[src/rtl/bwt_dram_req_arbiter.sv]
// bwt_dram_req_arbiter
//
// Shares the single BWT-extend DRAM request port among N_REQ read-slot
// requesters. Requests are granted round-robin, one per cycle. Because the
// DRAM returns responses in issue order, the owner index of each issued
// request goes into a tag FIFO. Each DRAM_get pops the head tag and routes
// the response pulse back to its owner.
//
// Ports
//   Clk_32UI          clock, rising edge
//   reset_BWT_extend  asynchronous active-high reset
//   req_valid         per-requester request pending
//   req_addr_k/_l     packed per-requester addresses, requester i at [32i+31:32i]
//   req_ready         one-hot combinational grant
//   DRAM_valid        registered request strobe toward DRAM
//   addr_k/addr_l     registered request addresses (held when idle)
//   DRAM_get          in-order response strobe from DRAM
//   rsp_valid         registered one-hot response owner pulse
//   outstanding       issued but unanswered request count
//   rsp_err           sticky: response arrived with nothing outstanding
module bwt_dram_req_arbiter #(
    parameter int N_REQ   = 4,
    parameter int ID_W    = 2,
    parameter int MAX_OUT = 8
) (
    input  logic                      Clk_32UI,
    input  logic                      reset_BWT_extend,
    input  logic [N_REQ-1:0]          req_valid,
    input  logic [N_REQ*32-1:0]       req_addr_k,
    input  logic [N_REQ*32-1:0]       req_addr_l,
    output logic [N_REQ-1:0]          req_ready,
    output logic                      DRAM_valid,
    output logic [31:0]               addr_k,
    output logic [31:0]               addr_l,
    input  logic                      DRAM_get,
    output logic [N_REQ-1:0]          rsp_valid,
    output logic [$clog2(MAX_OUT):0]  outstanding,
    output logic                      rsp_err
);

    localparam int PTR_W = $clog2(MAX_OUT);
    localparam int CNT_W = PTR_W + 1;
    localparam logic [CNT_W-1:0] FULL_CNT = CNT_W'(MAX_OUT);
    localparam logic [ID_W-1:0]  LAST_ID  = ID_W'(N_REQ - 1);

    logic [ID_W-1:0]  rr_ptr;
    logic [ID_W-1:0]  tag_mem [MAX_OUT];
    logic [PTR_W-1:0] wr_ptr;
    logic [PTR_W-1:0] rd_ptr;

    logic             can_grant;
    logic             found;
    logic             grant;
    logic             pop;
    logic [ID_W-1:0]  scan_id;
    logic [ID_W-1:0]  grant_id;
    logic [ID_W-1:0]  head_id;
    logic [31:0]      sel_k;
    logic [31:0]      sel_l;

    function automatic logic [N_REQ-1:0] id_onehot(input logic [ID_W-1:0] id);
        logic [N_REQ-1:0] oh;
        oh = '0;
        for (int i = 0; i < N_REQ; i++) begin
            oh[i] = (id == ID_W'(i));
        end
        return oh;
    endfunction

    // Request select: scan rr_ptr+1 .. rr_ptr+N_REQ (mod N_REQ), first valid wins.
    // The count check ignores a same-cycle pop, so a full FIFO blocks grants
    // for one extra cycle but req_ready never depends on DRAM_get.
    always_comb begin
        found    = 1'b0;
        scan_id  = rr_ptr;
        grant_id = rr_ptr;
        for (int off = 1; off <= N_REQ; off++) begin
            scan_id = ID_W'((int'(rr_ptr) + off) % N_REQ);
            if (!found && req_valid[scan_id]) begin
                found    = 1'b1;
                grant_id = scan_id;
            end
        end
        can_grant = (outstanding < FULL_CNT);
        grant     = can_grant && found;
        req_ready = grant ? id_onehot(grant_id) : '0;
    end

    always_comb begin
        sel_k = '0;
        sel_l = '0;
        for (int i = 0; i < N_REQ; i++) begin
            if (grant_id == ID_W'(i)) begin
                sel_k = req_addr_k[i*32 +: 32];
                sel_l = req_addr_l[i*32 +: 32];
            end
        end
    end

    assign head_id = tag_mem[rd_ptr];
    assign pop     = DRAM_get && (outstanding != '0);

    // Issue / response register stage
    always_ff @(posedge Clk_32UI or posedge reset_BWT_extend) begin
        if (reset_BWT_extend) begin
            rr_ptr      <= LAST_ID;
            wr_ptr      <= '0;
            rd_ptr      <= '0;
            outstanding <= '0;
            DRAM_valid  <= 1'b0;
            addr_k      <= '0;
            addr_l      <= '0;
            rsp_valid   <= '0;
            rsp_err     <= 1'b0;
        end else begin
            DRAM_valid <= grant;
            if (grant) begin
                addr_k <= sel_k;
                addr_l <= sel_l;
                rr_ptr <= grant_id;
                wr_ptr <= wr_ptr + 1'b1;
            end
            if (pop) begin
                rd_ptr <= rd_ptr + 1'b1;
            end
            rsp_valid <= pop ? id_onehot(head_id) : '0;
            if (DRAM_get && (outstanding == '0)) begin
                rsp_err <= 1'b1;
            end
            case ({grant, pop})
                2'b10:   outstanding <= outstanding + 1'b1;
                2'b01:   outstanding <= outstanding - 1'b1;
                default: outstanding <= outstanding;
            endcase
        end
    end

    // Tag storage carries no reset; validity is tracked by the pointers.
    always_ff @(posedge Clk_32UI) begin
        if (grant) begin
            tag_mem[wr_ptr] <= grant_id;
        end
    end

endmodule

[config.mk]
export PLATFORM = sky130hd
export DESIGN_NAME = bwt_dram_req_arbiter
export DESIGN_NICKNAME = d
export VERILOG_FILES = /design/src/rtl/bwt_dram_req_arbiter.sv
export SDC_FILE = /design/constraint.sdc
export NUM_CORES = 1
export LEC_CHECK = 0
export CORE_AREA = 2 2 133 135
export CTS_CLUSTER_SIZE = 10
export DETAILED_ROUTE_END_ITERATION = 6
export DIE_AREA = 0 0 135 137
export PLACE_DENSITY = 0.74
export RECOVER_POWER = 25
export SLEW_MARGIN = 5
export SYNTH_ARGS = -nofsm -noshare
export SYNTH_HDL_FRONTEND = slang
export SYNTH_SLANG_ARGS = --single-unit
[constraint.sdc]
create_clock -name Clk_32UI -period 6.35 [get_ports Clk_32UI]
set_input_delay 1.27 -clock Clk_32UI [delete_from_list [all_inputs] [get_ports Clk_32UI]]
set_output_delay 1.27 -clock Clk_32UI [all_outputs]
set_load 0.005 [all_outputs]
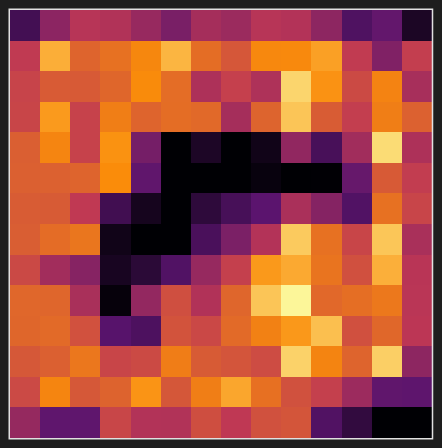
**Above:** local utilization.
14 x 14 tiles, from black (low) to pale yellow (high), 0 to 100% covered.
6.6% of the tiles are nearly empty. 11% of the tiles are over 75% full. The fullest tile reaches 98%.

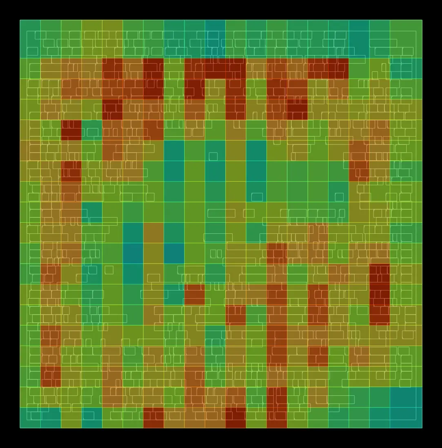
**Above:** routing congestion map.
global routing usage on met1: 0.2850
utilization of the core after routing: 0.5585
met2 routing resource usage after global routing: 0.3973
aggregate global-route resource usage: 0.2348

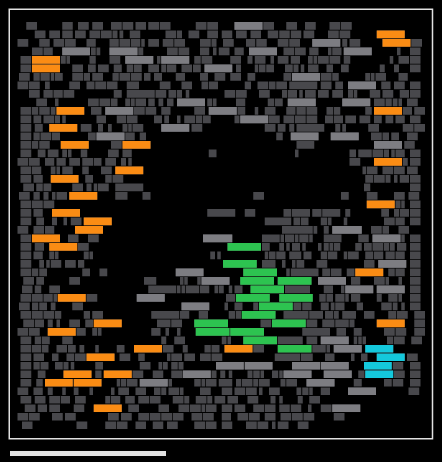
**Above:** sequential cells grouped by signal name.
Bar = 50 µm. Other sequential cells in the stronger grey, the rest of the logic in the fainter grey.
Key: green = tag_mem [placed flops 16]; orange = addr_k [placed flops 32, where widely spread]; cyan = rsp_valid [placed flops 4, where lower right]
Another 46 sequential cells are not coloured.

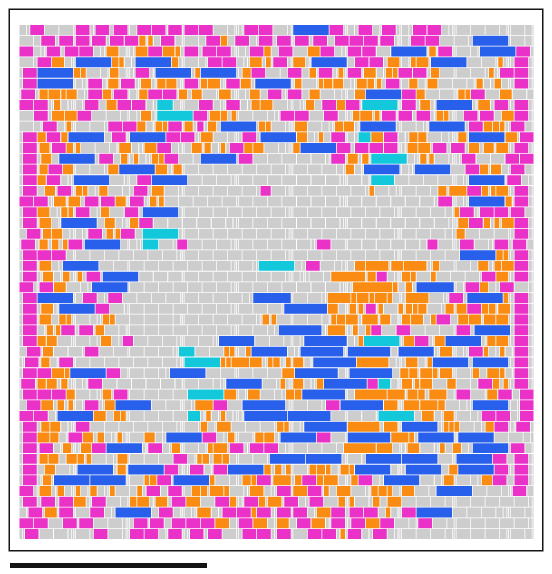
**Above:** placement by cell class.
Bar = 50 µm. Fill, decap, tap and diode cells in grey.
Key: magenta = other buffers and delay cells [cells 349, share of their area 38%]; blue = flip-flops [cells 98, share of their area 27%]; cyan = clock drivers and dummy loads [cells 16, share of their area 3.3%]; orange = all other logic [cells 440, share of their area 32%]

==> impl_table.tex <==
% Synthesis and place-and-route results
\begin{tabular}{lr}
\hline
Metric & Value \\
\hline
\multicolumn{2}{l}{\textbf{Drt}} \\
\quad Average wire per cell in the routed design & a little under 20 µm \\
\quad DRC viols & 0 \\
\quad Count of antenna-violating nets left after detailed routing & 0 \\
\quad First-pass detailed-route iteration total & 5 \\
\quad WL met3 & 1868 µm \\
\quad Aggregate routed wire length & $\sim$22000 µm \\
\quad Uppermost layer routed & met4 \\
\quad Met2 Wirelength & between 10000 and 15000 µm \\
\multicolumn{2}{l}{\textbf{Synthesis}} \\
\quad Count of mapped cells out of synthesis & between 500 and 600 \\
\quad Chip area estimate from yosys synthesis & between 5000 and 6000 µm² \\
\quad Synth Net Count & between 800 and 900 \\
\quad Post-synth tally of flip-flops with integrated enable & 16 \\
\quad Post-synthesis share of cell area spent on full adders, half adders and majority gates & 0.01092 \\
\quad Area leader, netlist & dfrtp\_1 \\
\quad Synthesized area per cell & 9.597 µm² \\
\quad Post-synthesis share of cell area spent on xor and xnor gates & 0.01376 \\
\quad Portion of the post-synthesis area used by sequential elements & 0.4425 \\
\quad Top logic cell family in the synthesized netlist & AND-OR/OR-AND gates \\
\quad Async SR Flop Fraction & 0.8367 \\
\quad Combined area of all synthesized cells & about 5700 µm² \\
\quad \# Cells Yosys & about 600 \\
\multicolumn{2}{l}{\textbf{Min path}} \\
\quad Hold Path Class & reg2reg \\
\quad Worst hold path endpoint & rsp\_err \\
\multicolumn{2}{l}{\textbf{CTS}} \\
\quad Number of buffers added to fix hold violations after cts & 0 \\
\quad TritonCTS clock tree & built \\
\quad Number of gates resized after CTS & 0 \\
\quad Clock insertion delay at the later pin of the skew report & 350 ps \\
\quad Post-CTS setup repair buffer count & 0 \\
\quad CTS sink count & slightly below 100 \\
\quad Reg clk slew, reported paths & $\sim$80 ps \\
\quad Deepest level of the CTS H-tree & 3 \\
\multicolumn{2}{l}{\textbf{Job}} \\
\quad Tally of max-capacitance violations & 1 \\
\quad OpenROAD warnings & 27 \\
\multicolumn{2}{l}{\textbf{Floorplanning}} \\
\quad Core Rows & roughly 48 \\
\quad Width of the die & approximately 140 µm \\
\multicolumn{2}{l}{\textbf{STA}} \\
\quad Remaining max-slew budget at the tightest pin & -0.2807 \\
\quad TNS Setup & 0 ps \\
\quad Fmax & roughly 200 MHz \\
\quad Final Slew Violations & $\sim$74 \\
\quad Final tally of hold violations & 0 \\
\quad Worst Clk Skew & 7.413 ps \\
\quad Worst-Margin Slew & roughly 1900 ps \\
\quad Final setup viols & 0 \\
\quad Period Utilization, post-route & 0.7829 \\
\multicolumn{2}{l}{\textbf{Place}} \\
\quad Dpl cells & 1112 \\
\quad Dpl ws & 1329 ps \\
\quad Area after DPL & 9224 µm² \\
\quad Routability Congestion & $\sim$0.84 \\
\quad Number of port buffers & roughly 340 \\
\multicolumn{2}{l}{\textbf{Worst setup path}} \\
\quad Number of buffer and inverter stages on the critical path & 2 \\
\quad Reg-to-reg critical path startpoint & outstanding[3] \\
\quad FF-to-FF setup slack & between 3000 and 4000 ps \\
\quad Worst-path fanout max & roughly 50 \\
\quad Cell mode on critical path & clkdlybuf4s50\_1 \\
\quad R2R Path End & tag\_mem[3][0] \\
\quad CP endpoint kind & output pin \\
\quad Critical path start-end classification & in2out \\
\quad Critical Path Max Stage Delay & roughly 880 ps \\
\quad Critical path depth & 5 \\
\quad Required @ worst endpoint & just over 5000 ps \\
\quad R2r worst-path depth & 5 \\
\quad List of cells traversed by the critical path & clkdlybuf4s50\_1, nor2\_1, a21o\_2, nor3\_1, clkdlybuf4s50\_1 \\
\quad Cell with the largest stage delay on the worst path & a21o\_2 \\
\quad Element type at the critical path start & input pin \\
\multicolumn{2}{l}{\textbf{Final layout}} \\
\quad Final \#Nets & about 1200 \\
\quad Area growth from synthesis to final layout & 66.26\% \\
\quad Finished Layout Cells & 1129 \\
\quad Fraction of final layout cells with drive strength greater than 1 & 0.05537 \\
\quad Most frequently placed logic cell in the final layout & clkdlybuf4s50\_1 \\
\quad Leading cell types in the layout, fill and taps excluded & clkdlybuf4s50\_1, dfrtp\_1, nand2\_1 \\
\quad Final design area excluding fillers & approximately 9500 µm² \\
\multicolumn{2}{l}{\textbf{Power and ir drop}} \\
\quad Leakage power total & 3.797 nW \\
\quad Worst supply voltage drop on vdd & 0.2496 mV \\
\quad Power per cell area & 425.5 nW/µm² \\
\quad Total power of the final layout & 4.053 mW \\
\multicolumn{2}{l}{\textbf{Global routing}} \\
\quad Wire length of the first global-routing pass & between 30000 and 40000 µm \\
\quad Initial antenna violation count & 1 \\
\quad GRT Residual Overflow & 0 \\
\quad Vias in the first global route & about 6200 \\
\multicolumn{2}{l}{\textbf{Outcome}} \\
\quad Violations in the final reports & capacitance limit, slew limit \\
\quad Outcome & complete, but fails checks \\
\hline
\end{tabular}
==> per-layer routing <==
layer  global-route usage  vias up
li1                     -     2883
met1               0.2850     2903
met2               0.3973      283
met3              0.06185       47
met4              0.09549        0
met5                    0        -
==> worst register-to-register path: stages (launching register included) <==
cell	delay, ps
dfrtp_1	450
a21o_2	550
buf_4	490
inv_2	780
nand2_1	250
nor3b_1	370
==> power by group <==
| group | total [mW] | switching (mW) | internal (mW) |
|---|---|---|---|
| clock network | 0.565 | 0.284 | 0.281 |
| logic | 2.30 | 1.19 | 1.11 |
| registers | 1.19 | 0.225 | 0.963 |
| total | 4.05 | 1.70 | 2.35 |
==> area by class of cell <==
cell class	instances	area, µm²
clock buffers	9	225.2
fillers	1550	7531
multi-input cells	425	2877
inverters	15	60.06
diodes	1	2.502
repair buffers	349	3468
well taps	225	281.5
flip-flops and latches	98	2535
clock inverters	7	76.32
==> Yosys cell counts, types with 2 or more instances <==
library cell and instances:
mux2_2 2, dfrtp_1 80, nand2_1 71, clkinv_1 2, nor2_1 21, o21ai_1 49, inv_1 12, ha_1 5
nor4_1 2, nand3b_1 4, a21oi_1 6, mux2i_1 10, buf_4 3, mux4_2 4, clkbuf_1 30, a2bb2oi_1 4
o22ai_1 7, o21ai_0 24, xnor2_1 4, and3_1 53, buf_2 19, nor3_4 2, o22ai_2 2, nor3b_1 3
nor3_1 6, xor2_1 5, o211a_1 8, edfxtp_1 16, dfstp_2 2, nor2b_1 2, a211oi_1 51, o221ai_1 55
nand2b_1 3, a21o_1 3, buf_6 6, or2b_1 2, nor4b_1 3
==> sequential cells by signal, summed over array words and instances (netlist names) <==
register	flops
rsp_valid	4
rr_ptr	2
addr_k	32
DRAM_valid	1
rd_ptr	3
rsp_err	1
wr_ptr	3
tag_mem	16
outstanding	4
addr_l	32
Power and IR drop assume default switching activity.
